## src/rtl/mmio_timer_if.sv

```systemverilog
// Processor data-bus view of the timer: store strobe, byte address and store
// data in; combinational read data, window hit and level interrupt out.
interface mmio_timer_if;
  logic        WE;
  logic [31:0] A;
  logic [31:0] WD;
  logic [31:0] RD;
  logic        hit;
  logic        irq;

  // There is no valid/ready pair. A store is accepted on the rising clk edge
  // whenever WE=1 and hit=1, so it always completes in one cycle. A read is
  // simply A in and RD out in the same cycle, with no strobe.
  modport master (output WE, output A, output WD, input RD, input hit, input irq);
  modport slave  (input WE, input A, input WD, output RD, output hit, output irq);
endinterface

```

## src/rtl/mmio_timer.sv

```systemverilog
// Memory-mapped down-counter timer: prescaler, one-shot/auto-reload, sticky
// expiry flag and level interrupt in a 16-byte window on the data bus.
module mmio_timer #(
  parameter logic [31:0] BASE_ADDR  = 32'hFFFF_0010,
  parameter int          PRESCALE_W = 8
) (
  input  logic       clk,
  input  logic       reset,
  mmio_timer_if.slave bus
);

  localparam logic [1:0] REG_CTRL   = 2'd0;
  localparam logic [1:0] REG_LOAD   = 2'd1;
  localparam logic [1:0] REG_COUNT  = 2'd2;
  localparam logic [1:0] REG_STATUS = 2'd3;

  logic                  en, en_n;
  logic                  auto_reload, auto_reload_n;
  logic                  irq_en, irq_en_n;
  logic [PRESCALE_W-1:0] prescale, prescale_n;
  logic [PRESCALE_W-1:0] pc, pc_n;
  logic [31:0]           load, load_n;
  logic [31:0]           count, count_n;
  logic                  flag, flag_n;

  logic [1:0]  idx;
  logic        wr;
  logic        wr_ctrl, wr_load, wr_count, wr_status;
  logic        tick, tick_eff, expire;
  logic [31:0] ctrl_rd;
  logic        unused_addr_lsbs;

  assign bus.hit = (bus.A[31:4] == BASE_ADDR[31:4]);
  assign idx     = bus.A[3:2];
  assign unused_addr_lsbs = &{1'b0, bus.A[1:0]};

  assign wr        = bus.WE & bus.hit;
  assign wr_ctrl   = wr & (idx == REG_CTRL);
  assign wr_load   = wr & (idx == REG_LOAD);
  assign wr_count  = wr & (idx == REG_COUNT);
  assign wr_status = wr & (idx == REG_STATUS);

  // A software write to LOAD or COUNT swallows a coincident tick entirely,
  // including any expiry it would have caused.
  assign tick     = en & (pc == prescale);
  assign tick_eff = tick & ~(wr_load | wr_count);
  assign expire   = tick_eff & (count == '0);

  always_comb begin
    en_n          = en;
    auto_reload_n = auto_reload;
    irq_en_n      = irq_en;
    prescale_n    = prescale;
    load_n        = load;
    count_n       = count;
    flag_n        = flag;
    pc_n          = tick ? '0 : pc + PRESCALE_W'(1);

    if (tick_eff) begin
      if (count != '0) begin
        count_n = count - 32'd1;
      end else if (auto_reload) begin
        count_n = load;
      end else begin
        en_n = 1'b0;
      end
    end

    // Set beats a simultaneous write-1-to-clear.
    if (wr_status && bus.WD[0]) flag_n = 1'b0;
    if (expire) flag_n = 1'b1;

    if (wr_ctrl) begin
      en_n          = bus.WD[0];
      auto_reload_n = bus.WD[1];
      irq_en_n      = bus.WD[2];
      prescale_n    = bus.WD[8 +: PRESCALE_W];
      if (!en && bus.WD[0]) pc_n = '0;
    end

    if (wr_load) begin
      load_n  = bus.WD;
      count_n = bus.WD;
      pc_n    = '0;
    end

    if (wr_count) begin
      count_n = bus.WD;
      pc_n    = '0;
    end

    if (!en_n) pc_n = '0;
  end

  always_ff @(posedge clk or negedge reset) begin
    if (!reset) begin
      en          <= 1'b0;
      auto_reload <= 1'b0;
      irq_en      <= 1'b0;
      prescale    <= '0;
      pc          <= '0;
      load        <= '0;
      count       <= '0;
      flag        <= 1'b0;
    end else begin
      en          <= en_n;
      auto_reload <= auto_reload_n;
      irq_en      <= irq_en_n;
      prescale    <= prescale_n;
      pc          <= pc_n;
      load        <= load_n;
      count       <= count_n;
      flag        <= flag_n;
    end
  end

  always_comb begin
    ctrl_rd                     = '0;
    ctrl_rd[0]                  = en;
    ctrl_rd[1]                  = auto_reload;
    ctrl_rd[2]                  = irq_en;
    ctrl_rd[8 +: PRESCALE_W]    = prescale;
  end

  always_comb begin
    bus.RD = '0;
    if (bus.hit) begin
      case (idx)
        REG_CTRL:   bus.RD = ctrl_rd;
        REG_LOAD:   bus.RD = load;
        REG_COUNT:  bus.RD = count;
        default:    bus.RD = {31'd0, flag};
      endcase
    end
  end

  assign bus.irq = flag & irq_en;

endmodule

```

## src/flat_wrapper.sv

```systemverilog
// flat-port wrapper written by rule: the top's interface ports become plain ports
module mmio_timer_flat 
#(
  parameter logic [31:0] BASE_ADDR  = 32'hFFFF_0010,
  parameter int          PRESCALE_W = 8
)
  (clk, reset, bus_WE, bus_A, bus_WD, bus_RD, bus_hit, bus_irq);
  mmio_timer_if bus_i ();
  input  logic clk;
  input  logic reset;
  input wire logic [$bits(bus_i.WE)-1:0] bus_WE;
  input wire logic [$bits(bus_i.A)-1:0] bus_A;
  input wire logic [$bits(bus_i.WD)-1:0] bus_WD;
  output wire logic [$bits(bus_i.RD)-1:0] bus_RD;
  output wire logic [$bits(bus_i.hit)-1:0] bus_hit;
  output wire logic [$bits(bus_i.irq)-1:0] bus_irq;
  assign bus_i.WE = bus_WE;
  assign bus_i.A = bus_A;
  assign bus_i.WD = bus_WD;
  assign bus_RD = bus_i.RD;
  assign bus_hit = bus_i.hit;
  assign bus_irq = bus_i.irq;
  mmio_timer #(.BASE_ADDR(BASE_ADDR), .PRESCALE_W(PRESCALE_W)) u_core (.clk(clk), .reset(reset), .bus(bus_i));
endmodule
```

## config.mk

```make
export PLATFORM = sky130hd
export DESIGN_NAME = mmio_timer_flat
export DESIGN_NICKNAME = d
export VERILOG_FILES = /design/src/rtl/mmio_timer_if.sv /design/src/rtl/mmio_timer.sv /design/src/flat_wrapper.sv
export SDC_FILE = /design/constraint.sdc
export NUM_CORES = 1
export LEC_CHECK = 0
export CAP_MARGIN = 40
export CORE_MARGIN = 4
export CORE_UTILIZATION = 40
export CTS_BUF_LIST = sky130_fd_sc_hd__clkbuf_4 sky130_fd_sc_hd__clkbuf_8
export DETAILED_ROUTE_END_ITERATION = 8
export PLACE_DENSITY = 0.75
export SLEW_MARGIN = 30
export SYNTH_ARGS = -nofsm -noshare
export SYNTH_HDL_FRONTEND = slang
export SYNTH_SLANG_ARGS = --single-unit
```

## constraint.sdc

```tcl
create_clock -name clk -period 3.6 [get_ports clk]
set_clock_uncertainty 0.1 [all_clocks]
set_input_delay 0.54 -clock clk [delete_from_list [all_inputs] [get_ports clk]]
set_output_delay 0.54 -clock clk [all_outputs]
set_load 0.02 [all_outputs]
```

==> flow_summary.json, run 1 <==
{
  "status": "finished clean",
  "lay_top_cells": "91 x nor2_1, 84 x dfrtp_1, 64 x clkdlybuf4s50_1",
  "cts_resized": 32,
  "post_drt_via_cell_ratio": 6.002,
  "netlist_area_sq_um": 5344,
  "nonClockBufferCount": 125,
  "ys_top_cells_by_area": "dfrtp_1 39%, mux2_2 8.9%, nor2_1 6.4%",
  "ys_chip_area_sq_um": 5344,
  "path_cells": "clkdlybuf4s50_1 -> or4b_2 -> nor4_1 -> buf_4 -> nand2_1 -> buf_12 -> nor2_1 -> dlygate4sd2_1",
  "ir_drop_mv": 0.1499,
  "hold_depth": 1,
  "comb_area_sq_um": 3045,
  "clkSinkCount": 84,
  "chipArea_sq_um": 15270,
  "ys_warn_count": 0,
  "met3WireLength_microns": 1112,
  "critPathKind": "input port to output port",
  "drt_first_pass_iters": 5,
  "synthArstFlopShare_pct": 100.0,
  "top_regs": "u_core.count x32, u_core.load x32",
  "combinationalPowerShare_pct": 8.2,
  "synthTopLogicFamily": "simple AND/OR/NAND/NOR gates",
  "taps": 172,
  "dp_cells": 847,
  "critPathMaxFanout": 33,
  "power_frac_clock_pct": 41.2,
  "clk_latency_ps": 370,
  "final.setup.worst_slack_ps": 189.3,
  "clk_pin_slew_worst_paths_ps": 90,
  "n_fill_cell": 1182,
  "syn_avg_cell_area_sq_um": 8.981,
  "sequentialPowerShare_pct": 50.6,
  "drt-total-wl_microns": 16200,
  "setup_viol": 0,
  "start_kind": "input port",
  "nets": 757,
  "synth-edff-count": 0,
  "r2r-start": "u_core.count[16]",
  "synth_flops": 84,
  "whs_endpoint": "u_core.irq_en",
  "met1_usage_pct": 28.53,
  "adder_share_pct": 0.4683,
  "final_hold_viol_count": 0,
  "die_x_microns": 123.6,
  "drive_above_1_share_pct": 14.16,
  "core_util_floorplan_pct": 41.67,
  "synthesis.nets": 664,
  "setup-tns-final_ps": 0,
  "powerDensity_nw_per_um2": 274.0,
  "clk_share_pct": 3.274,
  "placed_cell_area_sq_um": 6576,
  "finalClockPeriodUsage_pct": 94.74,
  "critical_path_depth": 8,
  "layout_min_cycle_time_ps": 3411,
  "highest_layer": "met4",
  "post-cts-setup-buffers": 0,
  "cp.arrival_ps": 2770,
  "dr_total_vias": 5186,
  "reg2reg_depth": 6,
  "synth-simple-area-share_pct": 22.34,
  "power_leader": "sequential cells",
  "maxCapViolations": 0,
  "worstMarginPinSlew_ps": 700.7,
  "common_cells": "91 x nor2_1, 84 x dfrtp_1, 58 x a21oi_1, 42 x mux2_2, 29 x clkbuf_1",
  "power_switching_uw": 427.7,
  "ff_count": 84,
  "drc": 0,
  "ys_cells": 595,
  "place_hpwl_microns": 11590,
  "die_h_microns": 123.6,
  "r2r_end": "u_core.count[30]",
  "largest_class": "multi-input combinational cells",
  "synthXorXnorAreaFrac_pct": 4.097,
  "slowest_delay_ps": 590,
  "switching_share_pct": 22.95,
  "flop_cell": "dfrtp_1",
  "r2r_slack_ps": 650,
  "cp-startpoint": "bus_A[31]",
  "grt_max_degree": 85,
  "syn_to_final_growth_pct": 27.28,
  "timing.fmax_mhz": 293.2,
  "synthAoiAreaFrac_pct": 18.15,
  "warnings": 28,
  "p_total_mw": 1.863,
  "synth.distinct_cells": 63,
  "cts_max_level": 3,
  "numCtsBuffers": 9,
  "synth_cells": 595,
  "wl_met1_microns": 6866,
  "clockBufferDepth": 2,
  "slew_viol_final": 0,
  "p_int_mw": 1.436,
  "first_global_vias": 5190,
  "hold_ws_ps": 438.9,
  "synth.area.mux_share_pct": 11.89,
  "synth_seq_share_pct": 39.34,
  "top_cell": "nor2_1",
  "wl_met2_microns": 7972,
  "p_leak_nw": 2.917,
  "place_ws_ps": -113.5,
  "busiest_layer": "met2",
  "inverters_excl_clock": 5,
  "slowest_stage": "or4b_2",
  "antenna_found_initial": 0,
  "cts_hold_repair.buffers": 0,
  "grt_first_pass_wirelength_microns": 26190,
  "cts_root_buffer": "clkbuf_8",
  "insertedDiodeCount": 0,
  "hp-class": "flop to flop",
  "comb_power_uw": 153,
  "drtIter0Drc": 425,
  "postRouteAntennaNets": 0,
  "critPathTopFamily": "buffers and inverters",
  "io_pins": 101,
  "hp-start": "u_core.irq_en"
}
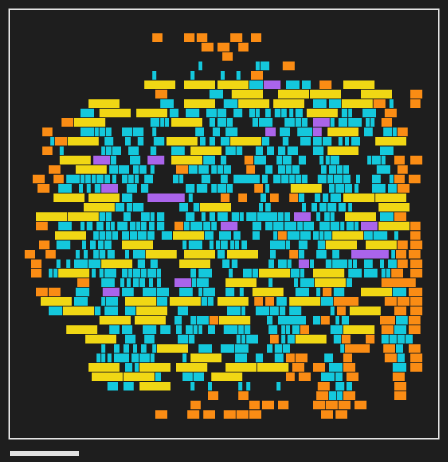
*Placement by cell class, run 1*
Bar = 20 microns.
[yellow] registers | cells: 84 | share of their area: 32%
[orange] remaining buffers and delay cells | cells: 125 | share of their area: 18%
[purple] clock drivers and dummy loads | cells: 15 | share of their area: 3.4%
[cyan] remaining logic cells | cells: 468 | share of their area: 47%
FP Rows: 41
design area: 6802 sq um
sequential share of cell area: 30.91%
post-layout util: 53.03%
Std-Cell Core Area: 12,820 sq um

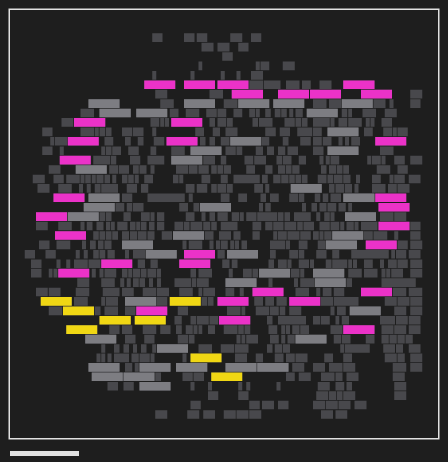
*Sequential cells coloured by netlist name, run 1*
Bar = 20 microns.
[magenta] `u_core.load` | flops: 32
[yellow] `u_core.prescale` | flops: 8
P_seq: 943 uW
FF+latch area: 2102 sq um

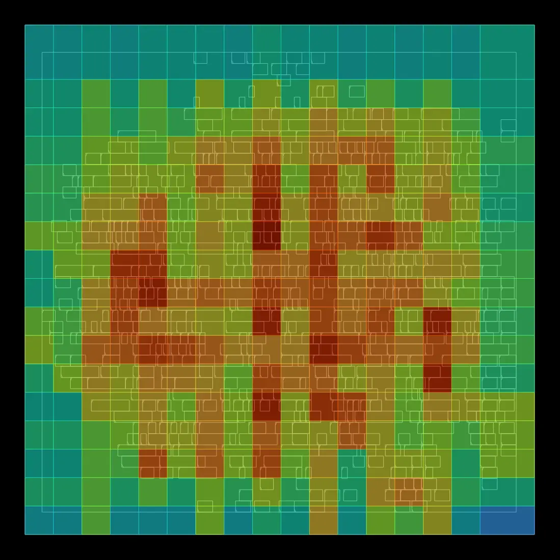
*Congestion heat map, run 1*
drt wl/cell: 18.75 microns
GRT Util Overall: 21.42%
met3 Use GR: 3.996%

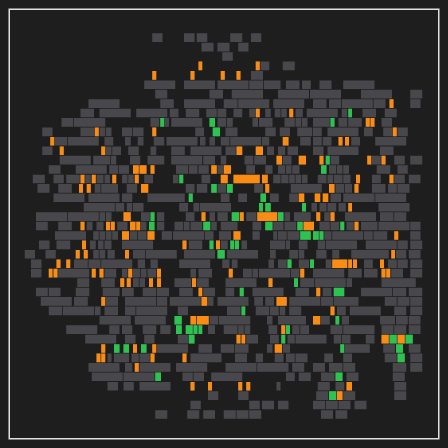
*Selected gate families, run 1*
[green] nand cells | cells: 56 | most used: nand2_1
[orange] nor cells | cells: 126 | most used: nor2_1
final cell count without fillers: 864
Comb area share: 44.78%
Commonest Layout Cell: nor2_1

--- run 2 (diff from run 1) ---
--- a/config.mk
+++ b/config.mk
@@ -5,12 +5,14 @@
 export SDC_FILE = /design/constraint.sdc
 export NUM_CORES = 1
 export LEC_CHECK = 0
+export ABC_AREA = 1
 export CAP_MARGIN = 40
 export CORE_MARGIN = 4
 export CORE_UTILIZATION = 40
 export CTS_BUF_LIST = sky130_fd_sc_hd__clkbuf_4 sky130_fd_sc_hd__clkbuf_8
 export DETAILED_ROUTE_END_ITERATION = 8
-export PLACE_DENSITY = 0.75
+export GPL_ROUTABILITY_DRIVEN = 0
+export PLACE_DENSITY = 0.74
 export SLEW_MARGIN = 30
 export SYNTH_ARGS = -nofsm -noshare
 export SYNTH_HDL_FRONTEND = slang
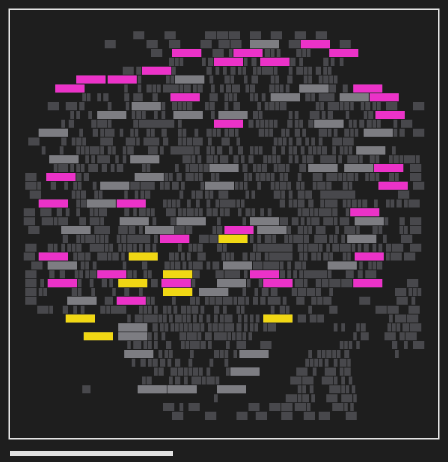
*Sequential cells coloured by netlist name, run 2*
Bar = 50 microns.
[magenta] `u_core.load` | flops: 32
[yellow] `u_core.prescale` | flops: 8
post-layout util: 51.49%
sequential share of cell area: 27.67%

==> run 2 against run 1 <==
  * Synthesized cell count rose by 62%
  * Sequential power barely moved
  * Wire length rose by 13%
  * Cell count rose by 44%
  * Hold slack got worse by 330 ps
  * Die size rose by 13%
  * Clock-buffer cell count rose by 2
  * Non-clock buffer count fell by 5
  * Critical path type unchanged
  * Critical endpoint is now bus_RD[13]
  * Largest power group unchanged
  * Highest routed layer unchanged
==> flow_summary.json, run 2 <==
{
  "sequentialPowerShare_pct": 48.4,
  "start_kind": "input port",
  "final_common_cell": "nand2_1",
  "critical_path_depth": 11,
  "r2r_end": "u_core.count[14]",
  "lay_top_cells": "339 x nand2_1, 123 x nor2_1, 100 x inv_1",
  "use_met3_pct": 3.593,
  "comb_area_sq_um": 3457,
  "dr_total_vias": 6392,
  "layout_min_cycle_time_ps": 3430,
  "clockBufferDepth": 2,
  "cts_root_buffer": "clkbuf_8",
  "clk_pin_slew_worst_paths_ps": 80,
  "combinationalPowerShare_pct": 8.0,
  "common_cells": "339 x nand2_1, 125 x nor2_1, 100 x inv_1, 84 x dfrtp_1, 72 x nand3_1",
  "reg2reg_depth": 13,
  "timing.fmax_mhz": 291.6,
  "r2r_slack_ps": 790,
  "nets": 1126,
  "ff_count": 84,
  "drive_above_1_share_pct": 8.475,
  "critPathMaxFanout": 16,
  "synth_seq_share_pct": 34.43,
  "netlist_area_sq_um": 6105,
  "p_total_mw": 1.947,
  "ys_top_cells_by_area": "dfrtp_1 34%, nand2_1 21%, nor2_1 7.7%",
  "synth-edff-count": 0,
  "finish.instance_area_sq_um": 7597,
  "final_hold_viol_count": 0,
  "slew_viol_final": 0,
  "status": "finished clean",
  "nonClockBufferCount": 120,
  "seq_area_sq_um": 2102,
  "synthesis.nets": 1030,
  "synthAoiAreaFrac_pct": 10.97,
  "antenna_found_initial": 0,
  "place_hpwl_microns": 13270,
  "clk_latency_ps": 380,
  "p_leak_nw": 3.479,
  "adder_share_pct": 0.4099,
  "chipArea_sq_um": 17300,
  "grt_first_pass_wirelength_microns": 30550,
  "ir_drop_mv": 0.1730,
  "num_rows": 44,
  "cts_resized": 0,
  "clk_share_pct": 3.211,
  "power_switching_uw": 440.4,
  "warnings": 28,
  "hold_ws_ps": 112.4,
  "synth.distinct_cells": 37,
  "postRouteAntennaNets": 0,
  "critPathKind": "input port to output port",
  "worstMarginPinSlew_ps": 718.7,
  "drc": 0,
  "synthXorXnorAreaFrac_pct": 3.300,
  "comb_area_share_pct": 45.50,
  "grt_max_degree": 56,
  "cts_hold_repair.buffers": 0,
  "wl_met1_microns": 8469,
  "drt_first_pass_iters": 5,
  "power_leader": "sequential cells",
  "top_regs": "u_core.count x32, u_core.load x32"
}
No activity file was given, so power comes from the tool's default toggle rates.
